===== config.mk =====
export PLATFORM = sky130hd
export DESIGN_NAME = hex_display_scan
export DESIGN_NICKNAME = d
export VERILOG_FILES = /design/src/rtl/hex_display_pkg.sv /design/src/rtl/hex_scan_timer.sv /design/src/rtl/hex_display_scan.sv
export SDC_FILE = /design/constraint.sdc
export NUM_CORES = 1
export LEC_CHECK = 0
export ABC_AREA = 1
export ABC_CLOCK_PERIOD_IN_PS = 1300
export CAP_MARGIN = 20
export CORE_MARGIN = 1
export CORE_UTILIZATION = 46
export DETAILED_ROUTE_END_ITERATION = 7
export PLACE_DENSITY = 0.8
export SYNTH_ARGS = -nofsm -noshare
export SYNTH_HDL_FRONTEND = slang
export SYNTH_SLANG_ARGS = --single-unit

===== constraint.sdc =====
create_clock -name clk_i -period 1.3 [get_ports clk_i]
set_input_delay 0.26 -clock clk_i [delete_from_list [all_inputs] [get_ports clk_i]]
set_output_delay 0.26 -clock clk_i [all_outputs]
set_load 0.005 [all_outputs]

===== src/rtl/hex_display_pkg.sv =====
// Shared types and constants for the multiplexed hex display scanner.
package hex_display_pkg;

  typedef enum logic [0:0] {ST_BLANK, ST_ON} state_e;

  localparam int unsigned PWM_STEPS  = 16;
  localparam int unsigned NUM_DIGITS = 4;

  // Segment bus value while no digit is driven.
  function automatic logic [7:0] seg_idle(input bit active_low);
    return active_low ? 8'hFF : 8'h00;
  endfunction

endpackage


===== src/rtl/hex_scan_timer.sv =====
// Slot timing: blank-phase counter, PWM step prescaler and step index k.
module hex_scan_timer
  import hex_display_pkg::*;
#(
  parameter int unsigned BLANK_CYCLES = 64,
  parameter int unsigned STEP_CYCLES  = 256
) (
  input  logic       clk_i,
  input  logic       rst_i,
  input  logic       on_i,          // FSM is in the ON phase
  output logic       blank_first_o, // first cycle of a BLANK phase
  output logic       blank_done_o,  // last cycle of a BLANK phase
  output logic       step_done_o,   // last cycle of a PWM step
  output logic       slot_done_o,   // last cycle of the ON phase
  output logic [3:0] k_o
);

  localparam int unsigned BlankW = (BLANK_CYCLES > 1) ? $clog2(BLANK_CYCLES) : 1;
  localparam int unsigned StepW  = (STEP_CYCLES > 1) ? $clog2(STEP_CYCLES) : 1;

  logic [BlankW-1:0] blank_cnt_q, blank_cnt_d;
  logic [StepW-1:0]  step_cnt_q, step_cnt_d;
  logic [3:0]        k_q, k_d;

  // Counters only advance in their own phase, so each enters it at zero.
  always_comb begin
    blank_cnt_d   = blank_cnt_q;
    step_cnt_d    = step_cnt_q;
    k_d           = k_q;
    blank_first_o = !on_i && (blank_cnt_q == '0);
    blank_done_o  = !on_i && (blank_cnt_q == BlankW'(BLANK_CYCLES - 1));
    step_done_o   = on_i && (step_cnt_q == StepW'(STEP_CYCLES - 1));
    slot_done_o   = step_done_o && (k_q == 4'(PWM_STEPS - 1));
    if (!on_i) begin
      blank_cnt_d = blank_done_o ? '0 : blank_cnt_q + 1'b1;
    end else begin
      step_cnt_d = step_done_o ? '0 : step_cnt_q + 1'b1;
      if (step_done_o) begin
        k_d = slot_done_o ? 4'd0 : k_q + 4'd1;
      end
    end
  end

  // Counter registers.
  always_ff @(posedge clk_i or posedge rst_i) begin
    if (rst_i) begin
      blank_cnt_q <= '0;
      step_cnt_q  <= '0;
      k_q         <= 4'd0;
    end else begin
      blank_cnt_q <= blank_cnt_d;
      step_cnt_q  <= step_cnt_d;
      k_q         <= k_d;
    end
  end

  assign k_o = k_q;

endmodule


===== src/rtl/hex_display_scan.sv =====
// Time-multiplexed 4-digit segment driver with blanking and PWM brightness.
module hex_display_scan
  import hex_display_pkg::*;
#(
  parameter int unsigned BLANK_CYCLES   = 64,
  parameter int unsigned STEP_CYCLES    = 256,
  parameter bit          SEG_ACTIVE_LOW = 1'b1,
  parameter bit          DIG_ACTIVE_LOW = 1'b1
) (
  input  logic       clk_i,
  input  logic       rst_i,
  input  logic [7:0] hex0_i,
  input  logic [7:0] hex1_i,
  input  logic [7:0] hex2_i,
  input  logic [7:0] hex3_i,
  input  logic       en_i,
  input  logic [3:0] bright_i,
  output logic [7:0] seg_o,
  output logic [3:0] dig_o,
  output logic       frame_o
);

  localparam logic [7:0] SegIdle = seg_idle(SEG_ACTIVE_LOW);
  localparam logic [3:0] DigOff  = DIG_ACTIVE_LOW ? 4'hF : 4'h0;

  state_e     state_q, state_d;
  logic [1:0] idx_q, idx_d;
  logic [7:0] pat_q, pat_d;
  logic [3:0] lvl_q, lvl_d;
  logic       frame_pend_q, frame_pend_d;
  logic [7:0] seg_q, seg_d;
  logic [3:0] dig_q, dig_d;
  logic       frame_q;

  logic       blank_first, blank_done, step_done, slot_done;
  logic [3:0] k;
  logic [7:0] hex_sel;
  logic [3:0] dig_onehot;
  logic       lit;

  hex_scan_timer #(
    .BLANK_CYCLES (BLANK_CYCLES),
    .STEP_CYCLES  (STEP_CYCLES)
  ) u_timer (
    .clk_i         (clk_i),
    .rst_i         (rst_i),
    .on_i          (state_q == ST_ON),
    .blank_first_o (blank_first),
    .blank_done_o  (blank_done),
    .step_done_o   (step_done),
    .slot_done_o   (slot_done),
    .k_o           (k)
  );

  // Pattern for the digit currently being scanned.
  always_comb begin
    hex_sel = hex0_i;
    unique case (idx_q)
      2'd0: hex_sel = hex0_i;
      2'd1: hex_sel = hex1_i;
      2'd2: hex_sel = hex2_i;
      2'd3: hex_sel = hex3_i;
      default: hex_sel = hex0_i;
    endcase
  end

  // FSM next state, per-slot latches and registered output decode.
  always_comb begin
    state_d      = state_q;
    idx_d        = idx_q;
    pat_d        = pat_q;
    lvl_d        = lvl_q;
    frame_pend_d = 1'b0;
    unique case (state_q)
      ST_BLANK: begin
        // Snapshot inputs once per slot so a slot never tears.
        if (blank_first) begin
          pat_d = hex_sel;
          lvl_d = bright_i;
        end
        if (blank_done) begin
          state_d = ST_ON;
        end
      end
      ST_ON: begin
        if (slot_done) begin
          state_d      = ST_BLANK;
          idx_d        = idx_q + 2'd1;
          // Delayed one more cycle so it lines up with the output registers.
          frame_pend_d = (idx_q == 2'(NUM_DIGITS - 1));
        end
      end
      default: state_d = ST_BLANK;
    endcase

    lit        = (state_q == ST_ON) && (k <= lvl_q) && en_i;
    dig_onehot = 4'b0001 << idx_q;
    seg_d      = lit ? pat_q : SegIdle;
    dig_d      = DigOff;
    if (lit) begin
      dig_d = DIG_ACTIVE_LOW ? ~dig_onehot : dig_onehot;
    end
  end

  // State, latches and pin-facing output registers.
  always_ff @(posedge clk_i or posedge rst_i) begin
    if (rst_i) begin
      state_q      <= ST_BLANK;
      idx_q        <= 2'd0;
      pat_q        <= 8'h00;
      lvl_q        <= 4'd0;
      frame_pend_q <= 1'b0;
      seg_q        <= SegIdle;
      dig_q        <= DigOff;
      frame_q      <= 1'b0;
    end else begin
      state_q      <= state_d;
      idx_q        <= idx_d;
      pat_q        <= pat_d;
      lvl_q        <= lvl_d;
      frame_pend_q <= frame_pend_d;
      seg_q        <= seg_d;
      dig_q        <= dig_d;
      frame_q      <= frame_pend_q;
    end
  end

  assign seg_o   = seg_q;
  assign dig_o   = dig_q;
  assign frame_o = frame_q;

  // step_done only feeds slot_done inside the timer.
  logic unused_step_done;
  assign unused_step_done = step_done;

endmodule


==> deck_impl_summary.md, run 1 <==
Implementation Results

Setup path
  – Worst-path fanout max: 8
  – R2r worst-path depth: 6
  – CP bufs+invs: 2
  – CP max-delay cell: dfrtp_1
  – CP Data Arrival Time: 1530 ps
  – Top delay family on crit path: flip-flops

Cells and area
  – Logic area: about 0.0013 mm²
  – CLK BUF: 8
  – Buffering overhead: 0.200
  – Filler instances: approximately 410
  – Top Layout Cells: nand2_1, clkdlybuf4s50_1, dfrtp_1
  – Sequential cells: about 47

Die
  – Ports: 52
  – Std cell rows: 26
  – Die extent in x: between 70 and 80 µm
  – Core area: approximately 0.0051 mm²
  – Initial Utilization: 0.481
  – Tap Cells: about 70

Placement
  – Dpl ws: -37.6 ps

Drt
  – Wl on met1: 2430 µm
  – Final ANT Viol Nets: 0
  – Drt total wl: 6280 µm
  – DRC violations left: 0

Global route
  – Initial antenna violation count: 0

Logic synthesis
  – Syn_area_per_cell: about 8.5 µm²
  – Post-Synthesis Cells: around 290

Final timing
  – Slew Viols, Final: 0
  – Final tally of setup violations: 1
  – Post-route setup slack: -32.7 ps

Outcome
  – Status: finished, violations left
  – Violated checks: setup timing

Clock network
  – Clock tree from TritonCTS: yes
  – Root Driver: clkbuf_8
[run 1: metrics by stage]
stage	hold WS, ps	cells	area, µm²	util
2_1_floorplan	279	291	2480	-
3_3_place_gp	334	420	3200	0.622
3_5_place_dp	341	420	3200	0.622
4_1_cts	357	434	3380	0.657
5_1_grt	372	440	3570	0.695
6_report	343	440	3570	0.695
[run 1: power breakdown]
group	total (W)	internal [W]	leakage, nW	switching (W)
logic	0.000224	0.000143	1.02	0.0000815
registers	0.00149	0.00148	0.568	0.0000104
clock network	0.000962	0.000485	0.0515	0.000477
total	0.00268	0.00211	1.64	0.000569
[run 1: cell families after synthesis]
logic type,count (synthesis),synth area share
flops,47,0.482
compound gates,8,0.0177
buf+inv,47,0.0819
fa+ha+maj,13,0.0658
simple gates,168,0.325
xor+xnor,8,0.0283
[run 1: synth_stat cells, drive strengths merged]
library cell / n / area [µm²]
or2: 8 / 50.1
ha: 13 / 163
xnor2: 5 / 43.8
xor2: 3 / 26.3
nor2: 18 / 116
nand4: 12 / 75.1
nand2: 97 / 374
a21oi: 2 / 10.0
clkinv: 1 / 8.76
inv: 38 / 145
nand3b: 2 / 15.0
o21ai: 6 / 33.8
dfstp: 12 / 315
dfrtp: 35 / 876
clkbuf: 2 / 7.51
buf: 6 / 41.3
nand3: 31 / 173
[run 1: registers in the layout, indices dropped and copies added, names as in the netlist]
signal and count:
u_timer.k_o 4, seg_o 8, frame_o 1, u_timer.blank_cnt_q 6, dig_o 4, idx_q 2, frame_pend_q 1, lvl_q 4
u_timer.step_cnt_q 8, pat_q 8, state_q 1
[run 1: repair_timing]
item | 4_1_cts | 5_1_grt
resized | 41 | 67
setup endpoints to repair | 37 | 48
pin swaps | 1 | 12
cloned | 0 | 1
buffers inserted | 6 | 6
Fig. 1: run 1, cells coloured by class
(4 px per µm) Fill, decap, tap and diode cells in grey.
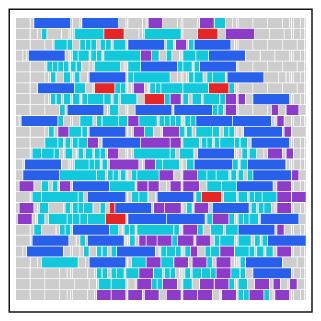
colour	class	cells	share of their area
blue	registers	47	34%
purple	remaining buffers and delay cells	78	20%
red	clock drivers and dummy loads	8	2.9%
cyan	remaining logic cells	237	42%

Fig. 2: run 1, gate families picked out
(4 px per µm)
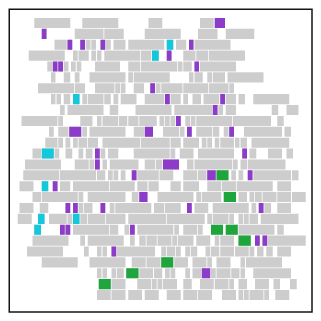
colour	family	cells	most used
cyan	aoi and oai cells	8	o21ai_1
green	and/or cells	8	or2_4
purple	inv cells	40	inv_1

Fig. 3: run 1, cells by drive strength
(4 px per µm)
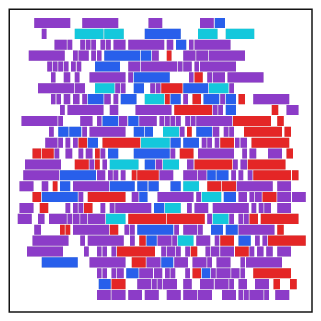
colour	size	cells	most used
cyan	x6 and larger	17	clkbuf_8
blue	x3 and x4	50	buf_4
purple	x1 and smaller	245	nand2_1
red	x2	58	dfstp_2

Fig. 4: run 1, signal wires on met3
(6 px per µm)
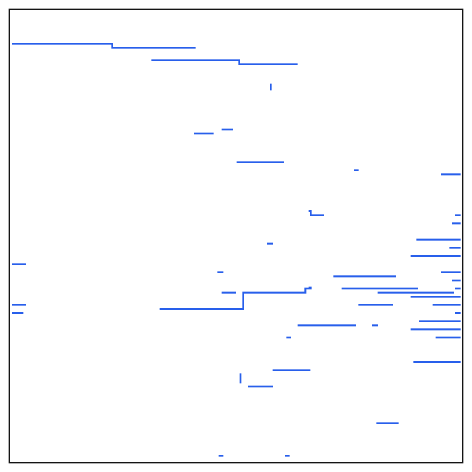
main direction	horizontal
longest straight run	16.6 µm
wire length on this layer	241 µm

==> run 2, diff against run 1 <==
ABC_AREA = unset   (was 1)
CORE_UTILIZATION = 45   (was 46)
PLACE_DENSITY = 0.79   (was 0.8)
==> deck_impl_summary.md, run 2 <==
Implementation Results

Logic synthesis
  – Async S/R FF share, synth: 1.00 (unchanged)
  – Post-synth EDFFs: 0 (unchanged)
  – Syn_area_per_cell: 10.9 µm² (+28%)
  – Post-synth top area cell: dfrtp_1
  – Area leader share: 0.376 (+0.0223)
  – Post-Synthesis Cells: 214 (-26%)
  – Synth top cells by count: dfrtp_1, nand2_1, inv_1, a21oi_1, nor2_1
  – Synth top cell by count: dfrtp_1
  – Dominant flop cell: dfrtp_1
  – Biggest area cells: dfrtp_1, dfstp_2, ha_1

Placement
  – Dpl ws: -221 ps (-184 ps)
  – Placed cells: 364 (-13%)

Die
  – Initial Utilization: 0.480 (-0.00126)
  – Die extent in x: 73.9 µm (-1.9%)
  – Std cell rows: 25 (-3.8%)
  – Core area: 0.00485 mm² (-5.7%)
  – Ports: 52 (unchanged)

Drt
  – Metal2 WL: around 3300 µm
  – Wl on met1: 2490 µm (+2.6%)
  – DRC violations left: 0 (unchanged)
  – Drt total wl: 6170 µm (-1.8%)
  – Final ANT Viol Nets: 0 (unchanged)

Pwr
  – Switch Pwr: 0.000576 W (+1.3%)
  – Comb pwr: 0.000241 W (+8%)
  – Internal power: 0.00202 W (-4.4%)
  – Clock Power Share: 0.330 (-0.029)
  – Power in sequential cells: 0.00150 W (about the same)
  – Seq pwr share: 0.577 (+0.020)
  – Heaviest power group: registers
  – Combinational power share: 0.093 (+0.009)

Final timing
  – Final hold slack: 234 ps (-108 ps)
  – Final tally of setup violations: 31 (+30)
  – Slew Viols, Final: 0 (unchanged)
  – Post-route setup slack: -241 ps (-208 ps)

Global route
  – Initial antenna violation count: 0 (unchanged)

Cells and area
  – Diode count: 0
  – Non-Filler Instances: 384 (-13%)
  – Top Layout Cells: buf_4, clkdlybuf4s50_1, dfrtp_1
  – Filler instances: 315 (-24%)

Outcome
  – Violated checks: setup timing
  – Status: finished, violations left

Clock network
  – Root Driver: clkbuf_8
  – Clock tree from TritonCTS: yes

Setup path
  – CP bufs+invs: 1 (-1)
  – Setup crit end kind: flip-flop
  – Top delay family on crit path: simple AND/OR/NAND/NOR gates
  – Worst-path fanout max: 16 (+8)
  – CP Data Arrival Time: 1780 ps (+250 ps)
## run 2: kinds of logic after synthesis
logic type | count (synthesis) | synth area share
AND-OR/OR-AND | 52 | 0.173
XOR/XNOR | 9 | 0.0339
adder cells (fa/ha/maj) | 13 | 0.0699
buffers and inverters | 29 | 0.0500
flip-flops | 47 | 0.512
multiplexers | 7 | 0.0398
AND/OR/NAND/NOR | 57 | 0.122
## run 2: final cells by class
| class | instances | area (µm²) | share of cell area |
|---|---|---|---|
| multi-input combinational | 138 | 1210 | 0.339 |
| sequential | 47 | 1190 | 0.335 |
| timing repair buffer | 104 | 917 | 0.258 |
| tap | 67 | 83.8 | 0.0236 |
| inverter | 20 | 78.8 | 0.0221 |
| clock buffer | 7 | 76.3 | 0.0214 |
| clock inverter | 1 | 5.00 | 0.00141 |
## run 2: path summary, 6_finish.rpt
| kind | end | slack, ps | cells after the start |
|---|---|---|---|
| setup / recovery | pat_q[7] | -240 | 5 |
| hold / removal | pat_q[6] | 230 | 2 |
| setup reg to reg | pat_q[7] | -240 | 5 |
| hold reg to reg | frame_o | 360 | 0 |
| max in group asynchronous | seg_o[7] | 610 | 3 |
| min in group clk_i | frame_o | 360 | 0 |
## run 2: stage by stage
| step | cell area, µm² | util |
|---|---|---|
| detailed placement | 3250 | 0.670 |
| global route | 3560 | 0.734 |
| global placement | 3250 | 0.670 |
| finish | 3560 | 0.734 |
| floorplan | 2400 | - |
| CTS | 3450 | 0.711 |
## run 2: what timing repair did
| action | 4_1_cts | 5_1_grt |
|---|---|---|
| resized | 46 | 33 |
| pin swaps | 7 | 16 |
| gates cloned | 0 | 0 |
| buffers inserted | 6 | 7 |
| setup endpoints to repair | 41 | 48 |
Fig. 5: run 2, congestion heat map
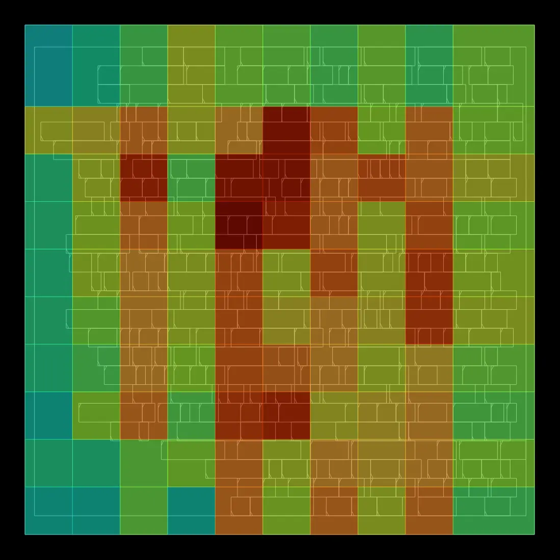
GR Util met2: 0.418
gr busiest metal: met2
GRT Resource Usage Total: 0.221

Fig. 6: run 2, gate families picked out
(4 px per µm)
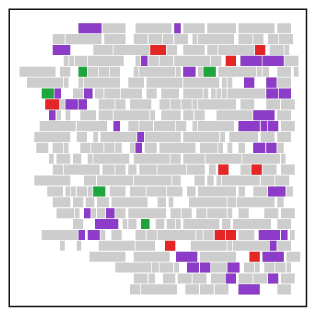
colour	family	cells
red	non-inverting ao/oa cells	10
purple	aoi and oai cells	42
green	and/or cells	5

==> run 3, diff against run 2 <==
CORE_UTILIZATION = 46   (was 45)
PLACE_DENSITY = 0.8   (was 0.79)
SYNTH_HIERARCHICAL = 1   (was unset)
==> deck_impl_summary.md, run 3 <==
Implementation Results

Outcome
  – Status: finished, violations left
  – Violated checks: setup timing

Pwr
  – Switch Pwr: 0.000608 W (+5.6%)
  – Comb pwr: 0.000251 W (+4%)
  – Combinational power share: 0.096 (+0.003)
  – Heaviest power group: registers
  – Internal power: 0.00202 W (about the same)

Drt
  – Drt total wl: 7640 µm (+24%)
  – DRC violations left: 0 (unchanged)
  – Final ANT Viol Nets: 0 (unchanged)

Global route
  – GRT Resource Usage Total: 0.242 (+0.0208)
  – Initial antenna violation count: 0 (unchanged)

Cells and area
  – Inverter count: 22 (+10%)
  – Filler instances: 298 (-5.4%)
  – Top Layout Cells: buf_4, clkdlybuf4s50_1, dfrtp_1
  – Largest class: multi-input combinational cells
  – Flop share of the area: 0.302 (-0.0328)
  – Buffering overhead: 0.259 (+0.00152)
  – Logic area: 0.00149 mm² (+23%)
  – Diode count: 0 (unchanged)
  – Register area: 0.00119 mm² (+0.32%)
  – Clk tree area frac: 0.0205 (-0.00230)

Placement
  – Dpl ws: -623 ps (-402 ps)

Logic synthesis
  – Post-Synthesis Cells: 237 (+11%)
  – Syn_area_per_cell: 10.5 µm² (-3.2%)

Die
  – Core area: 0.00517 mm² (+6.7%)
  – Die extent in x: 75.6 µm (+2.3%)
  – Std cell rows: 26 (+4.0%)
  – Tap Cells: 70 (+4.5%)
  – Ports: 52 (unchanged)
  – Initial Utilization: 0.482 (+0.00234)

Setup path
  – R2R Path End: pat_q[5]
  – Top delay family on crit path: simple AND/OR/NAND/NOR gates
  – Worst path depth: 8 (+3)
  – CP bufs+invs: 2 (+1)
  – R2r worst-path depth: 8 (+3)

Final timing
  – Final tally of setup violations: 40 (+29%)
  – Post-route setup slack: -559 ps (-318 ps)
==> run 3: netlist changes by cell type in the layout (fill, tap and decap cells not counted), moves of 4 or more <==
cell      previous run  this run
a21o_1               8         1
a21oi_1              9         1
a21oi_2              5        11
a221oi_2             8         0
a222oi_1             0         8
a22oi_1              7         0
inv_1               14        19
mux2_2               1        11
nand3_1              1         6
nor3_2               1        11
nor3_4               0         7
o21ai_1              0         4
==> run 3: worst max-delay path by stage <==
stage	startpoint	endpoint
6_report	u_timer/blank_cnt_q[0]	pat_q[5]
5_1_grt	u_timer/blank_cnt_q[0]	pat_q[5]
4_1_cts	u_timer/blank_cnt_q[1]	pat_q[1]
3_5_place_dp	u_timer/blank_cnt_q[0]	pat_q[0]
3_3_place_gp	u_timer/blank_cnt_q[0]	pat_q[4]
2_1_floorplan	state_q	lvl_q[0]
==> run 3: through the flow <==
| stage | total power (W) | area, µm² | instances | utilization |
|---|---|---|---|---|
| after global routing | 0.00270 | 3960 | 413 | 0.765 |
| after detailed placement | 0.00175 | 3440 | 386 | 0.665 |
| after CTS | 0.00259 | 3700 | 403 | 0.716 |
| after floorplan | 0.00159 | 2610 | 237 | - |
| final | 0.00263 | 3960 | 413 | 0.765 |
| after global placement | 0.00174 | 3440 | 386 | 0.665 |
==> run 3: worst register-to-register path, stage by stage (launching register included) <==
cell	delay (ps)
dfrtp_1	400
inv_1	70
ha_1	150
or4b_4	470
nor3_4	170
nand2b_4	130
buf_8	180
nand2_1	90
o21ai_0	90
==> run 3: layer usage <==
layer | track usage | up-vias | share of wire
met4 | 0.0844 | 0 | 0.027
met2 | 0.435 | 85 | 0.54
met1 | 0.291 | 1163 | 0.39
met5 | 0 | - | 0
met3 | 0.0437 | 18 | 0.041
li1 | - | 1045 | -
Fig. 7: run 3, signal wires on met3
(6 px per µm)
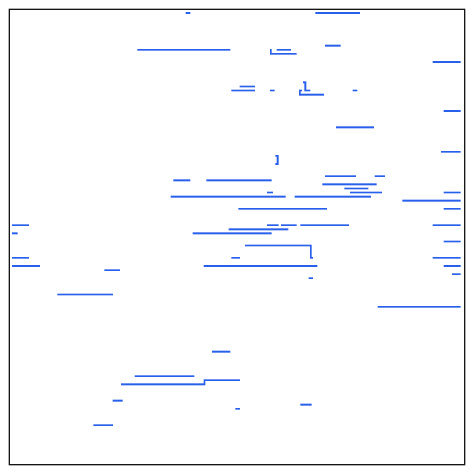
longest straight run	18.9 µm
wire length on this layer	317 µm

Fig. 8: run 3, cells coloured by class
(4 px per µm) Fill, decap, tap and diode cells in grey.
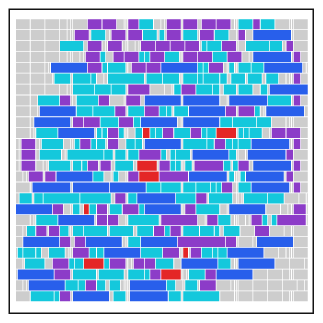
colour	class	cells	share of their area
blue	registers	47	31%
red	clock drivers and dummy loads	8	2.1%
cyan	remaining logic cells	178	41%
purple	remaining buffers and delay cells	110	27%

Power is estimated from default activity; no workload was simulated.
